`src/rtl/addsub_seq_pkg.sv`:
```
// rtl/addsub_seq_pkg.sv - shared state encoding and operation constants for addsub_seq
package addsub_seq_pkg;

    typedef enum logic [1:0] {
        IDLE = 2'd0,
        RUN  = 2'd1,
        DONE = 2'd2
    } state_t;

    localparam logic OP_ADD = 1'b0;
    localparam logic OP_SUB = 1'b1;

    // Subtraction is done as x + ~y + ~borrow, so the second operand and the
    // incoming carry are both inverted for OP_SUB.
    function automatic logic cond_inv(input logic opv, input logic bitv);
        return (opv == OP_SUB) ? ~bitv : bitv;
    endfunction

endpackage

```
`src/rtl/addsub_digit.sv`:
```
// rtl/addsub_digit.sv - DIGIT-wide combinational ripple-carry adder slice
module addsub_digit #(
    parameter int DIGIT = 4
) (
    input  logic [DIGIT-1:0] a,
    input  logic [DIGIT-1:0] b,
    input  logic             cin,
    output logic [DIGIT-1:0] s,
    output logic             cout
);

    // Chain of full adders, bit 0 first; the carry walks up through a local variable.
    always_comb begin
        logic carry;
        s     = '0;
        carry = cin;
        for (int i = 0; i < DIGIT; i++) begin
            s[i]  = a[i] ^ b[i] ^ carry;
            carry = (a[i] & b[i]) | (carry & (a[i] ^ b[i]));
        end
        cout = carry;
    end

endmodule

```
`src/rtl/addsub_seq.sv`:
```
// rtl/addsub_seq.sv - digit-serial signed add/sub with carry/borrow-in, overflow and zero flags
module addsub_seq
    import addsub_seq_pkg::*;
#(
    parameter int WIDTH = 16,
    parameter int DIGIT = 4
) (
    input  logic             clk,
    input  logic             rst,
    input  logic             in_valid,
    output logic             in_ready,
    input  logic             op,
    input  logic             ci,
    input  logic [WIDTH-1:0] x,
    input  logic [WIDTH-1:0] y,
    output logic             out_valid,
    input  logic             out_ready,
    output logic [WIDTH-1:0] r,
    output logic             of,
    output logic             co,
    output logic             zero
);

    localparam int NDIG = WIDTH / DIGIT;
    localparam int CW   = (NDIG > 1) ? $clog2(NDIG) : 1;

    state_t           state;
    logic [WIDTH-1:0] xs;         // remaining x digits, consumed from the bottom
    logic [WIDTH-1:0] bs;         // remaining (possibly inverted) y digits
    logic             carry;      // carry between digits
    logic             op_q;
    logic             x_msb;
    logic             b_msb;
    logic [CW-1:0]    cnt;

    logic [WIDTH-1:0] b_in;
    logic             c_in;
    logic [DIGIT-1:0] dsum;
    logic             dcout;
    logic [WIDTH-1:0] acc_full;   // all digits so far, newest digit on top
    logic             last_digit;

    // Operand conditioning at acceptance: b = ~y and c = ~ci when subtracting.
    always_comb begin
        b_in = '0;
        for (int i = 0; i < WIDTH; i++) begin
            b_in[i] = cond_inv(op, y[i]);
        end
        c_in = cond_inv(op, ci);
    end

    addsub_digit #(
        .DIGIT (DIGIT)
    ) u_digit (
        .a    (xs[DIGIT-1:0]),
        .b    (bs[DIGIT-1:0]),
        .cin  (carry),
        .s    (dsum),
        .cout (dcout)
    );

    assign last_digit = (cnt == CW'(NDIG - 1));

    // Digits already produced are kept right-shifted so that, on the last
    // digit, {dsum, acc_lo} is exactly the finished result.
    generate
        if (NDIG > 1) begin : g_acc
            logic [WIDTH-DIGIT-1:0] acc_lo;

            assign acc_full = {dsum, acc_lo};

            // Shift each freshly computed digit in from the top while running.
            always_ff @(posedge clk) begin
                if (rst) begin
                    acc_lo <= '0;
                end else if (state == RUN) begin
                    acc_lo <= acc_full[WIDTH-1:DIGIT];
                end
            end
        end else begin : g_acc_single
            assign acc_full = dsum;
        end
    endgenerate

    // Control FSM plus operand shifters and registered result/flags.
    always_ff @(posedge clk) begin
        if (rst) begin
            state     <= IDLE;
            in_ready  <= 1'b1;
            out_valid <= 1'b0;
            r         <= '0;
            of        <= 1'b0;
            co        <= 1'b0;
            zero      <= 1'b0;
            xs        <= '0;
            bs        <= '0;
            carry     <= 1'b0;
            op_q      <= OP_ADD;
            x_msb     <= 1'b0;
            b_msb     <= 1'b0;
            cnt       <= '0;
        end else begin
            case (state)
                IDLE: begin
                    if (in_valid) begin
                        xs       <= x;
                        bs       <= b_in;
                        carry    <= c_in;
                        op_q     <= op;
                        x_msb    <= x[WIDTH-1];
                        b_msb    <= b_in[WIDTH-1];
                        cnt      <= '0;
                        in_ready <= 1'b0;
                        state    <= RUN;
                    end
                end
                RUN: begin
                    xs    <= xs >> DIGIT;
                    bs    <= bs >> DIGIT;
                    carry <= dcout;
                    cnt   <= cnt + 1'b1;
                    if (last_digit) begin
                        r         <= acc_full;
                        of        <= (x_msb == b_msb) && (acc_full[WIDTH-1] != x_msb);
                        co        <= (op_q == OP_SUB) ? ~dcout : dcout;
                        zero      <= (acc_full == '0);
                        out_valid <= 1'b1;
                        state     <= DONE;
                    end
                end
                DONE: begin
                    if (out_ready) begin
                        out_valid <= 1'b0;
                        in_ready  <= 1'b1;
                        state     <= IDLE;
                    end
                end
                default: begin
                    out_valid <= 1'b0;
                    in_ready  <= 1'b1;
                    state     <= IDLE;
                end
            endcase
        end
    end

endmodule

```
`config.mk`:
```
export PLATFORM = sky130hd
export DESIGN_NAME = addsub_seq
export DESIGN_NICKNAME = d
export VERILOG_FILES = /design/src/rtl/addsub_seq_pkg.sv /design/src/rtl/addsub_digit.sv /design/src/rtl/addsub_seq.sv
export SDC_FILE = /design/constraint.sdc
export NUM_CORES = 1
export LEC_CHECK = 0
export CELL_PAD_IN_SITES_DETAIL_PLACEMENT = 1
export CELL_PAD_IN_SITES_GLOBAL_PLACEMENT = 1
export CORE_MARGIN = 2
export CORE_UTILIZATION = 35
export CTS_CLUSTER_DIAMETER = 80
export DETAILED_ROUTE_END_ITERATION = 8
export PLACE_DENSITY = 0.75
export SKIP_CTS_REPAIR_TIMING = 1
export SLEW_MARGIN = 10
export SYNTH_ARGS = -nofsm -noshare
export SYNTH_HDL_FRONTEND = slang
export SYNTH_SLANG_ARGS = --single-unit
```
`constraint.sdc`:
```
create_clock -name clk -period 7 [get_ports clk]
set_input_delay 1.05 -clock clk [delete_from_list [all_inputs] [get_ports clk]]
set_output_delay 1.05 -clock clk [all_outputs]
set_load 0.1 [all_outputs]
```
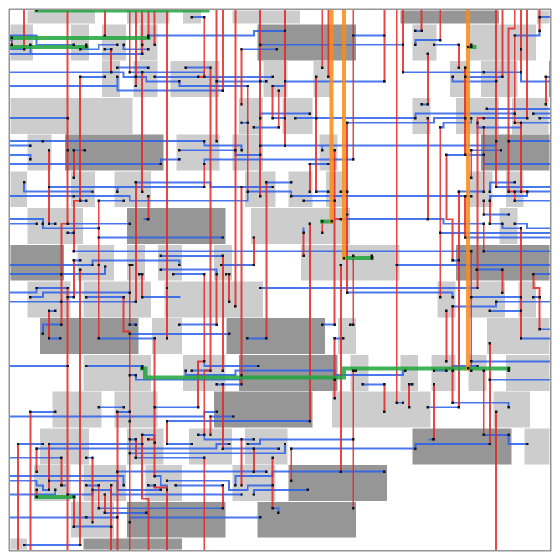
Fig. 1. Close-up of the layout.
Region (30, 10) to (70, 50) um. Cells in gray, sequential cells in the stronger gray; small squares are vias.
legend:
  M3:
    color: green
  M1:
    color: blue
  M2:
    color: red
  M4:
    color: orange
most frequent: dfxtp_1 (14), nand2_1 (12), a21oi_1 (10)
cells with their middle in the window: 81
netlist names of flops here include: `bs` (6), `g_acc.acc_lo` (3), `state` (2)
sequential cells in the window: 14

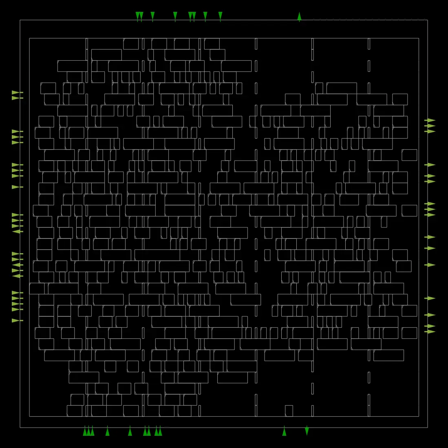
Fig. 2. Placement view.
Fillers: 1022
final cell count without fillers: 519
area of the core: 8810 um2
end-of-flow core utilization: 0.450

==> deck_impl_summary.md <==
Flow Results at a Glance

STA
  – Setup-violating endpoint count in the final report: 0
  – Fmax: 0.342 GHz
  – Worst relative slew slack: 0.300
  – RSZ-0062 raised after global routing: no
  – Minimum hold slack: 456 ps
  – Period minus WS final: 2920 ps
  – Final worst-path cycle share: 0.418
  – Number of pins exceeding their max-slew limit in the final report: 0
  – Maximum clock skew at final layout: 6.92 ps

Final layout
  – Area growth syn-to-layout: 23.8%
  – Fraction of final layout cells with drive strength greater than 1: 0.0827
  – Flip-flops: 73
  – Diode count: 0
  – Most used logic cell in the final layout: nand2_1
  – Repair and plain buffers: 60
  – Area of all placed cells without fillers: 3970 um2
  – Comb. cell area: 1530 um2
  – Sequential cell area: 1460 um2
  – Sequential share of cell area: 0.368
  – Logic share of the area: 0.387

Clocking
  – CTS max path bufs: 2
  – Library cell used as clock root buffer: clkbuf_8
  – Clk ins delay skew pair: 340 ps
  – Clock slew at the register clock pins of the worst setup and hold paths: 80 ps
  – Clock tree sinks: 73

Power
  – Static leakage power: 1.36 nW
  – Power density over the cells: 231 nW/um2
  – Clock Power Share: 0.382
  – IR Drop Worst-Case VDD: 0.0000971 V
  – Pint: 0.000679 W

Run
  – Count of maximum capacitance violations: 0
  – Number of OpenROAD warnings: 26

Min path
  – Path class of the lowest-slack min-delay path: reg -> reg
  – Number of instances on the worst hold path: 2

Routing
  – Number of routed nets with antenna violations: 0
  – First-pass detailed-route iteration total: 4
  – Routed metal-1 wirelength: 3.78 mm
  – Length of routed met2 wiring: 3.57 mm
  – Routed wire per std cell: 15.0 um

Critical path
  – Count of cell instances traversed by the critical path: 1
  – Worst-case reg-to-reg path depth: 9
  – Arrival time at the worst endpoint: 1870 ps
  – Maximum net fanout on the critical path: 2
  – Startpoint type of the worst setup path: flop
  – Number of buffers and inverters on the critical path: 1
  – Ordered list of cells on the worst path: clkdlybuf4s50_1
  – Worst stage delay on the critical path: 1150 ps

Global route
  – Total Routing Usage GR: 0.168
  – Global-route track usage on met2: 0.275
  – Global-route met1 utilization: 0.219
  – Overflow left after global routing: 0
  – Global routing's busiest layer: met2
  – Maximum number of pins on one net before global-route repair: 63

Floorplan
  – I/O pin total: 59
  – Die Footprint: 9930 um2
  – Die H: 99.7 um

Run status
  – Status: completed

Synthesis
  – Library cell with the highest instance count after synthesis: nand2_1
  – Unique cell types: 38
  – Most frequent cells after synthesis: nand2_1, dfxtp_1, a21oi_1, nor2_1, xor2_1
  – Synth Net Count: 410
  – Area leader, netlist: dfxtp_1
  – Share of synthesized registers carrying an async set or reset: 0
  – Post-synth EDFFs: 0
  – Number of standard cells after synthesis: 367
  – Max-area cell share: 0.456
  – Post-synthesis average cell area: 8.73 um2
  – YS chip area: 3200 um2
  – Ys flop type: dfxtp_1

Placement
  – Number of input and output port buffers inserted: 58
  – Half-perimeter wire length of the detailed placement result: 5.23 mm
  – Number of cells in the design after placement: 503
[stage by stage]
stage                     total power, W   util  worst slack, ps
after global routing            0.000965  0.450             4030
after global placement          0.000573  0.425             3900
after detailed placement        0.000577  0.425             3720
after floorplan                 0.000537      -             4440
final                           0.000917  0.450             4080
after CTS                       0.000927  0.450             4070
[registers in the layout, indices dropped and copies added (netlist names)]
| signal | flops |
|---|---|
| xs | 16 |
| op_q | 1 |
| of | 1 |
| out_valid | 1 |
| in_ready | 1 |
| zero | 1 |
| state | 2 |
| b_msb | 1 |
| cnt | 2 |
| bs | 16 |
| co | 1 |
| r | 16 |
| x_msb | 1 |
| carry | 1 |
| g_acc.acc_lo | 12 |
[kinds of logic after synthesis]
group | count (synthesis) | share of synthesized area
and+or+nand+nor | 140 | 0.203
AOI/OAI and AO/OA | 91 | 0.196
buffers and inverters | 40 | 0.0668
DFF | 73 | 0.456
adders and majority gates | 5 | 0.0289
xor gates and xnor gates | 18 | 0.0492
[worst paths after layout]
check,from,end,slack [ps]
max,co$_SDFFE_PP0P_,co,4080
min,r[4]$_SDFFE_PP0P_,r[4]$_SDFFE_PP0P_,460
max reg2reg,xs[0]$_SDFFE_PP0P_,of$_SDFFE_PP0P_,4230
min reg2reg,r[4]$_SDFFE_PP0P_,r[4]$_SDFFE_PP0P_,460
[power groups by stage]
stage	logic, W	registers [W]	clock network [W]
after floorplan	0.0000773	0.000459	0
after global placement	0.000112	0.000461	0
after detailed placement	0.000115	0.000462	0
after CTS	0.000116	0.000453	0.000359
after global routing	0.000129	0.000456	0.000380
final	0.000114	0.000453	0.000350
Power is estimated from default activity; no workload was simulated.
